**config.mk**
```make
export PLATFORM = sky130hd
export DESIGN_NAME = turtle_lane_ctrl_flat
export DESIGN_NICKNAME = d
export VERILOG_FILES = /design/src/rtl/turtle_lane_ctrl_if.sv /design/src/rtl/turtle_lane_ctrl.sv /design/src/flat_wrapper.sv
export SDC_FILE = /design/constraint.sdc
export NUM_CORES = 2
export LEC_CHECK = 0
export CAP_MARGIN = 20
export CELL_PAD_IN_SITES_DETAIL_PLACEMENT = 0
export CELL_PAD_IN_SITES_GLOBAL_PLACEMENT = 2
export CORE_UTILIZATION = 30
export CTS_BUF_LIST = sky130_fd_sc_hd__clkbuf_16
export CTS_CLUSTER_SIZE = 24
export DETAILED_ROUTE_END_ITERATION = 6
export PLACE_DENSITY_LB_ADDON = 0.1
export SLEW_MARGIN = 20
export SYNTH_ARGS = -nofsm -noshare
export SYNTH_HDL_FRONTEND = slang
export SYNTH_SLANG_ARGS = --single-unit
export TNS_END_PERCENT = 30
```
**constraint.sdc**
```tcl
create_clock -name clk -period 5.7 [get_ports clk]
set_clock_uncertainty 0.2 [all_clocks]
set_input_delay 1.14 -clock clk [delete_from_list [all_inputs] [get_ports clk]]
set_output_delay 1.14 -clock clk [all_outputs]
set_load 0.1 [all_outputs]
```
**src/rtl/turtle_lane_ctrl_if.sv**
```systemverilog
// Bundle of configuration, frame-sync and sprite-output signals for turtle_lane_ctrl.
// The master side drives frame sync and config writes; the slave side returns sprite data.
interface turtle_lane_ctrl_if #(
  parameter int NUM = 20
);
  logic                frame_start;
  logic                cfg_we;
  logic [4:0]          cfg_slot;
  logic [1:0]          cfg_sel;
  logic [10:0]         cfg_wdata;
  logic [NUM*11-1:0]   x_all;
  logic [NUM*11-1:0]   y_all;
  logic [NUM*4-1:0]    ctrl_all;
  logic                busy;
  logic                done;
  logic                overrun;

  modport master (
    output frame_start, cfg_we, cfg_slot, cfg_sel, cfg_wdata,
    input  x_all, y_all, ctrl_all, busy, done, overrun
  );

  modport slave (
    input  frame_start, cfg_we, cfg_slot, cfg_sel, cfg_wdata,
    output x_all, y_all, ctrl_all, busy, done, overrun
  );
endinterface

```
**src/rtl/turtle_lane_ctrl.sv**
```systemverilog
// Per-frame motion sequencer for a lane of turtle sprites: during blanking it advances one
// slot per cycle with horizontal wrap, and steps a shared animation frame every ANIM_DIV frames.
module turtle_lane_ctrl #(
  parameter int NUM      = 20,
  parameter int H_RES    = 640,
  parameter int ANIM_DIV = 8
) (
  input logic               clk,
  input logic               reset,
  turtle_lane_ctrl_if.slave bus
);
  localparam int FC_W = (ANIM_DIV > 1) ? $clog2(ANIM_DIV) : 1;
  localparam logic [5:0] NUM6 = 6'(NUM);

  typedef enum logic [1:0] {
    S_IDLE = 2'd0,
    S_SCAN = 2'd1,
    S_DONE = 2'd2
  } state_t;

  state_t               state_r;
  logic [4:0]           slot_idx_r;
  logic [FC_W-1:0]      frame_cnt_r;
  logic [1:0]           anim_r;
  logic [1:0]           anim_nxt;
  logic                 busy_r;
  logic                 done_r;
  logic                 overrun_r;
  logic                 cfg_hit_s;

  logic [NUM-1:0][10:0] x_r;
  logic [NUM-1:0][10:0] y_r;
  logic [NUM-1:0][8:0]  attr_r;
  logic [NUM-1:0][10:0] x_nxt;
  logic [NUM-1:0][10:0] y_nxt;
  logic [NUM-1:0][8:0]  attr_nxt;
  logic [NUM-1:0][10:0] y_disp_r;
  logic [NUM-1:0][3:0]  ctrl_r;

  // Wrapped horizontal step; 12-bit intermediates keep x + speed and x + H_RES exact.
  function automatic logic [10:0] step_x(input logic [10:0] x, input logic left,
                                         input logic [3:0] spd);
    logic [11:0] t;
    if (!left) begin
      t = {1'b0, x} + {8'd0, spd};
      if (t >= 12'(H_RES)) begin
        t = t - 12'(H_RES);
      end else begin
        t = t;
      end
    end else if ({1'b0, x} < {8'd0, spd}) begin
      t = {1'b0, x} + 12'(H_RES) - {8'd0, spd};
    end else begin
      t = {1'b0, x} - {8'd0, spd};
    end
    return t[10:0];
  endfunction

  assign cfg_hit_s = bus.cfg_we && ({1'b0, bus.cfg_slot} < NUM6);

  // Shared animation id advances on the last frame of each ANIM_DIV group.
  always_comb begin
    anim_nxt = anim_r;
    if ((state_r == S_DONE) && (frame_cnt_r == FC_W'(ANIM_DIV - 1))) begin
      anim_nxt = anim_r + 2'd1;
    end else begin
      anim_nxt = anim_r;
    end
  end

  // Next slot contents: motion for the scanned slot first, then config writes override it.
  always_comb begin
    x_nxt    = x_r;
    y_nxt    = y_r;
    attr_nxt = attr_r;
    if ((state_r == S_SCAN) && attr_r[slot_idx_r][8]) begin
      x_nxt[slot_idx_r] = step_x(x_r[slot_idx_r], attr_r[slot_idx_r][7],
                                 attr_r[slot_idx_r][6:3]);
    end else begin
      x_nxt[slot_idx_r] = x_r[slot_idx_r];
    end
    if (cfg_hit_s) begin
      case (bus.cfg_sel)
        2'd0:    x_nxt[bus.cfg_slot]    = bus.cfg_wdata;
        2'd1:    y_nxt[bus.cfg_slot]    = bus.cfg_wdata;
        2'd2:    attr_nxt[bus.cfg_slot] = bus.cfg_wdata[8:0];
        default: attr_nxt[bus.cfg_slot] = attr_r[bus.cfg_slot];
      endcase
    end else begin
      attr_nxt = attr_nxt;
    end
  end

  // Sequencer: idle -> one-slot-per-cycle scan -> single done cycle; tracks overrun and frames.
  always_ff @(posedge clk) begin
    if (reset) begin
      state_r     <= S_IDLE;
      slot_idx_r  <= 5'd0;
      frame_cnt_r <= '0;
      anim_r      <= 2'd0;
      busy_r      <= 1'b0;
      done_r      <= 1'b0;
      overrun_r   <= 1'b0;
    end else begin
      if (bus.frame_start && (state_r != S_IDLE)) begin
        overrun_r <= 1'b1;
      end else begin
        overrun_r <= overrun_r;
      end
      case (state_r)
        S_IDLE: begin
          done_r <= 1'b0;
          if (bus.frame_start) begin
            state_r    <= S_SCAN;
            slot_idx_r <= 5'd0;
            busy_r     <= 1'b1;
          end else begin
            busy_r <= 1'b0;
          end
        end
        S_SCAN: begin
          busy_r <= 1'b1;
          if (slot_idx_r == 5'(NUM - 1)) begin
            state_r <= S_DONE;
            done_r  <= 1'b1;
          end else begin
            slot_idx_r <= slot_idx_r + 5'd1;
            done_r     <= 1'b0;
          end
        end
        S_DONE: begin
          state_r <= S_IDLE;
          busy_r  <= 1'b0;
          done_r  <= 1'b0;
          anim_r  <= anim_nxt;
          if (frame_cnt_r == FC_W'(ANIM_DIV - 1)) begin
            frame_cnt_r <= '0;
          end else begin
            frame_cnt_r <= frame_cnt_r + FC_W'(1);
          end
        end
        default: begin
          state_r <= S_IDLE;
          busy_r  <= 1'b0;
          done_r  <= 1'b0;
        end
      endcase
    end
  end

  // Slot storage plus registered display copies; disabled slots park y off-screen.
  always_ff @(posedge clk) begin
    if (reset) begin
      x_r      <= '0;
      y_r      <= '0;
      attr_r   <= '0;
      y_disp_r <= '1;
      ctrl_r   <= '0;
    end else begin
      x_r    <= x_nxt;
      y_r    <= y_nxt;
      attr_r <= attr_nxt;
      for (int k = 0; k < NUM; k++) begin
        y_disp_r[k] <= attr_nxt[k][8] ? y_nxt[k] : 11'h7FF;
        ctrl_r[k]   <= {attr_nxt[k][2:1], anim_nxt};
      end
    end
  end

  assign bus.x_all    = x_r;
  assign bus.y_all    = y_disp_r;
  assign bus.ctrl_all = ctrl_r;
  assign bus.busy     = busy_r;
  assign bus.done     = done_r;
  assign bus.overrun  = overrun_r;
endmodule

```
**src/flat_wrapper.sv**
```systemverilog
// flat-port wrapper written by rule: the top's interface ports become plain ports
module turtle_lane_ctrl_flat 
#(
  parameter int NUM      = 20,
  parameter int H_RES    = 640,
  parameter int ANIM_DIV = 8
)
  (clk, reset, bus_frame_start, bus_cfg_we, bus_cfg_slot, bus_cfg_sel, bus_cfg_wdata, bus_x_all, bus_y_all, bus_ctrl_all, bus_busy, bus_done, bus_overrun);
  turtle_lane_ctrl_if #(.NUM(NUM)) bus_i ();
  input logic clk;
  input logic reset;
  input wire logic [$bits(bus_i.frame_start)-1:0] bus_frame_start;
  input wire logic [$bits(bus_i.cfg_we)-1:0] bus_cfg_we;
  input wire logic [$bits(bus_i.cfg_slot)-1:0] bus_cfg_slot;
  input wire logic [$bits(bus_i.cfg_sel)-1:0] bus_cfg_sel;
  input wire logic [$bits(bus_i.cfg_wdata)-1:0] bus_cfg_wdata;
  output wire logic [$bits(bus_i.x_all)-1:0] bus_x_all;
  output wire logic [$bits(bus_i.y_all)-1:0] bus_y_all;
  output wire logic [$bits(bus_i.ctrl_all)-1:0] bus_ctrl_all;
  output wire logic [$bits(bus_i.busy)-1:0] bus_busy;
  output wire logic [$bits(bus_i.done)-1:0] bus_done;
  output wire logic [$bits(bus_i.overrun)-1:0] bus_overrun;
  assign bus_i.frame_start = bus_frame_start;
  assign bus_i.cfg_we = bus_cfg_we;
  assign bus_i.cfg_slot = bus_cfg_slot;
  assign bus_i.cfg_sel = bus_cfg_sel;
  assign bus_i.cfg_wdata = bus_cfg_wdata;
  assign bus_x_all = bus_i.x_all;
  assign bus_y_all = bus_i.y_all;
  assign bus_ctrl_all = bus_i.ctrl_all;
  assign bus_busy = bus_i.busy;
  assign bus_done = bus_i.done;
  assign bus_overrun = bus_i.overrun;
  turtle_lane_ctrl #(.NUM(NUM), .H_RES(H_RES), .ANIM_DIV(ANIM_DIV)) u_core (.clk(clk), .reset(reset), .bus(bus_i));
endmodule
```
==> run notes <==
## Power
* 3.68 mW — power dissipated by switching net loads
* 283 nW/µm² — power density cells
* 44.6% — Flop pwr share
* 46.3% — Clk pwr share

## Logic synthesis
* 0% — FFs w/ async S/R, synth
* 18.1% — yosys simple share
* 837 x dfxtp_1, 650 x nand2_1, 622 x nor2_1 — commonest cells in the netlist
* 76 — Synth cell types
* 4022 — post-synthesis cell count from yosys
* 45.6% — area share of the largest cell type after synthesis
* 45.6% — proportion of synthesized chip area in sequential cells
* 0 — count of flip-flops with a built-in enable after synthesis
* 1.43% — Adder-Cell Fraction of Synth Area
* 13.5% — post-synthesis share of cell area spent on and-or and or-and gates
* 36800 µm² — post-synthesis instance area
* 4083 — Synth Net Count
* dfxtp_1 46%, mux2i_1 7.7%, mux4_2 7.0% — dominant cells by area after synthesis
* dfxtp_1 — Synth area leader
* 9.14 µm² — Avg Synthesized Cell Area

## Drt
* 0 — DRC
* 2947 — initial detailed-routing violation count
* 32.6k — routed vias
* met5 — Highest Signal Layer

## STA
* 5.36 ns — time the final worst path needs with I/O delays and setup
* 0 — count of endpoints failing setup in the final report
* 1.18 ns — Worst Max-Slew Pin Slew
* 0 — final tally of hold violations

## CTS
* 0 — Post-CTS Setup Bufs
* 3 — CTS H-tree depth
* built — TritonCTS clock tree
* clkbuf_16 — clock root cell
* 98 — clock buffer count from CTS

## Layout
* 12.2% — fraction of layout cells with a size suffix above 1
* 12.3k — Fill cells

## Critical path
* 21 — worst reg-to-reg path cell count
* u_core.slot_idx_r[1] — first element of the critical path
* AND-OR/OR-AND gates — Top delay family on crit path
* register — endpoint class of the critical path
* 4 — buffering stage count on the worst path with inverters included
* 33 — highest fanout seen on the critical path
* u_core.bus.x_all[218] — endpoint of the worst setup timing path

## Place
* 122000 µm — post-detailed-placement half-perimeter wirelength

## Floorplanning
* 352 µm — vertical die dimension

## Outcome
* finished, final reports clean — run status

## Worst hold path
* u_core.y_r[180] — Min-Delay Startpoint
* reg2reg — HP Class

## Global routing
* 0 — gr ovfl total
* 6 — antenna violations before repair
* 242000 µm — wire length of the first global-routing pass

## Flow run
* 0 — Maximum Capacitance Violations

[layout make-up]
cell class	count	area (µm²)	area share [%]
multi-input combinational	2702	17900	38.0
sequential	837	16800	35.7
timing repair buffer	757	7090	15.1
clock buffer	98	2450	5.22
tap	1625	2030	4.33
clock inverter	78	662	1.41
inverter	30	113	0.240
antenna	2	5.00	0.0106
[per-stage QoR]
step,power [mW],hold WS (ns),setup WS (ns),cell area (µm²),util [%]
after detailed placement,7.27,0.240,0.397,43800,36.0
after global routing,13.8,0.263,0.0614,47000,38.6
after global placement,7.28,0.236,0.411,43800,36.0
after floorplan,6.88,0.230,0.0162,36800,-
after CTS,13.5,0.242,0.347,46900,38.5
final,13.3,0.248,0.344,47000,38.6
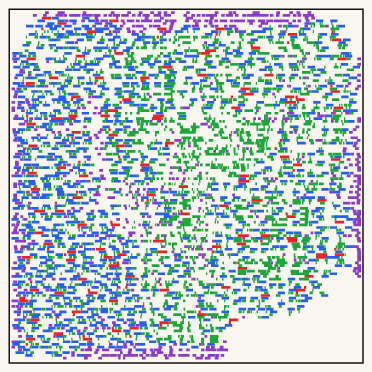
*Cell classes on the final placement*
Scale: 1 px per µm.
class	colour	cells
other buffers and delay cells	purple	757
combinational and other logic	green	2732
clock drivers and dummy loads	red	176
flops	blue	837
row count: 128
Floorplan Core Area: 122000 µm²

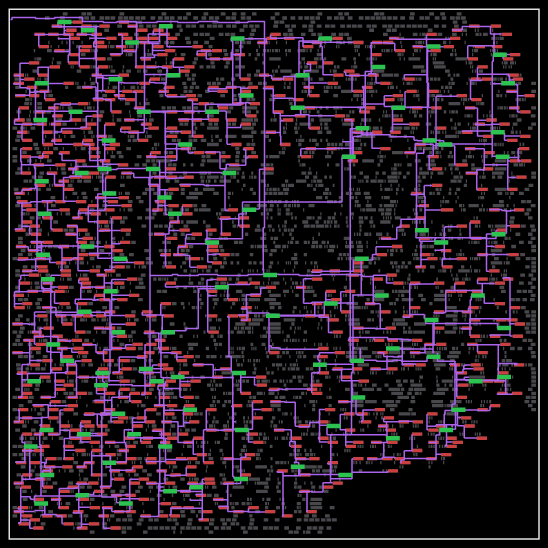
*Clock distribution*
Scale: 1.5 px per µm.
[clock wires] purple | length: 12600 µm
[flip-flops] red | count: 837
[clock drivers] green | count: 98
routed clock nets	99
Power Clock: 6.17 mW
Clk Latency, worst-skew pair: 0.72 ns

Power is estimated from default activity; no workload was simulated.
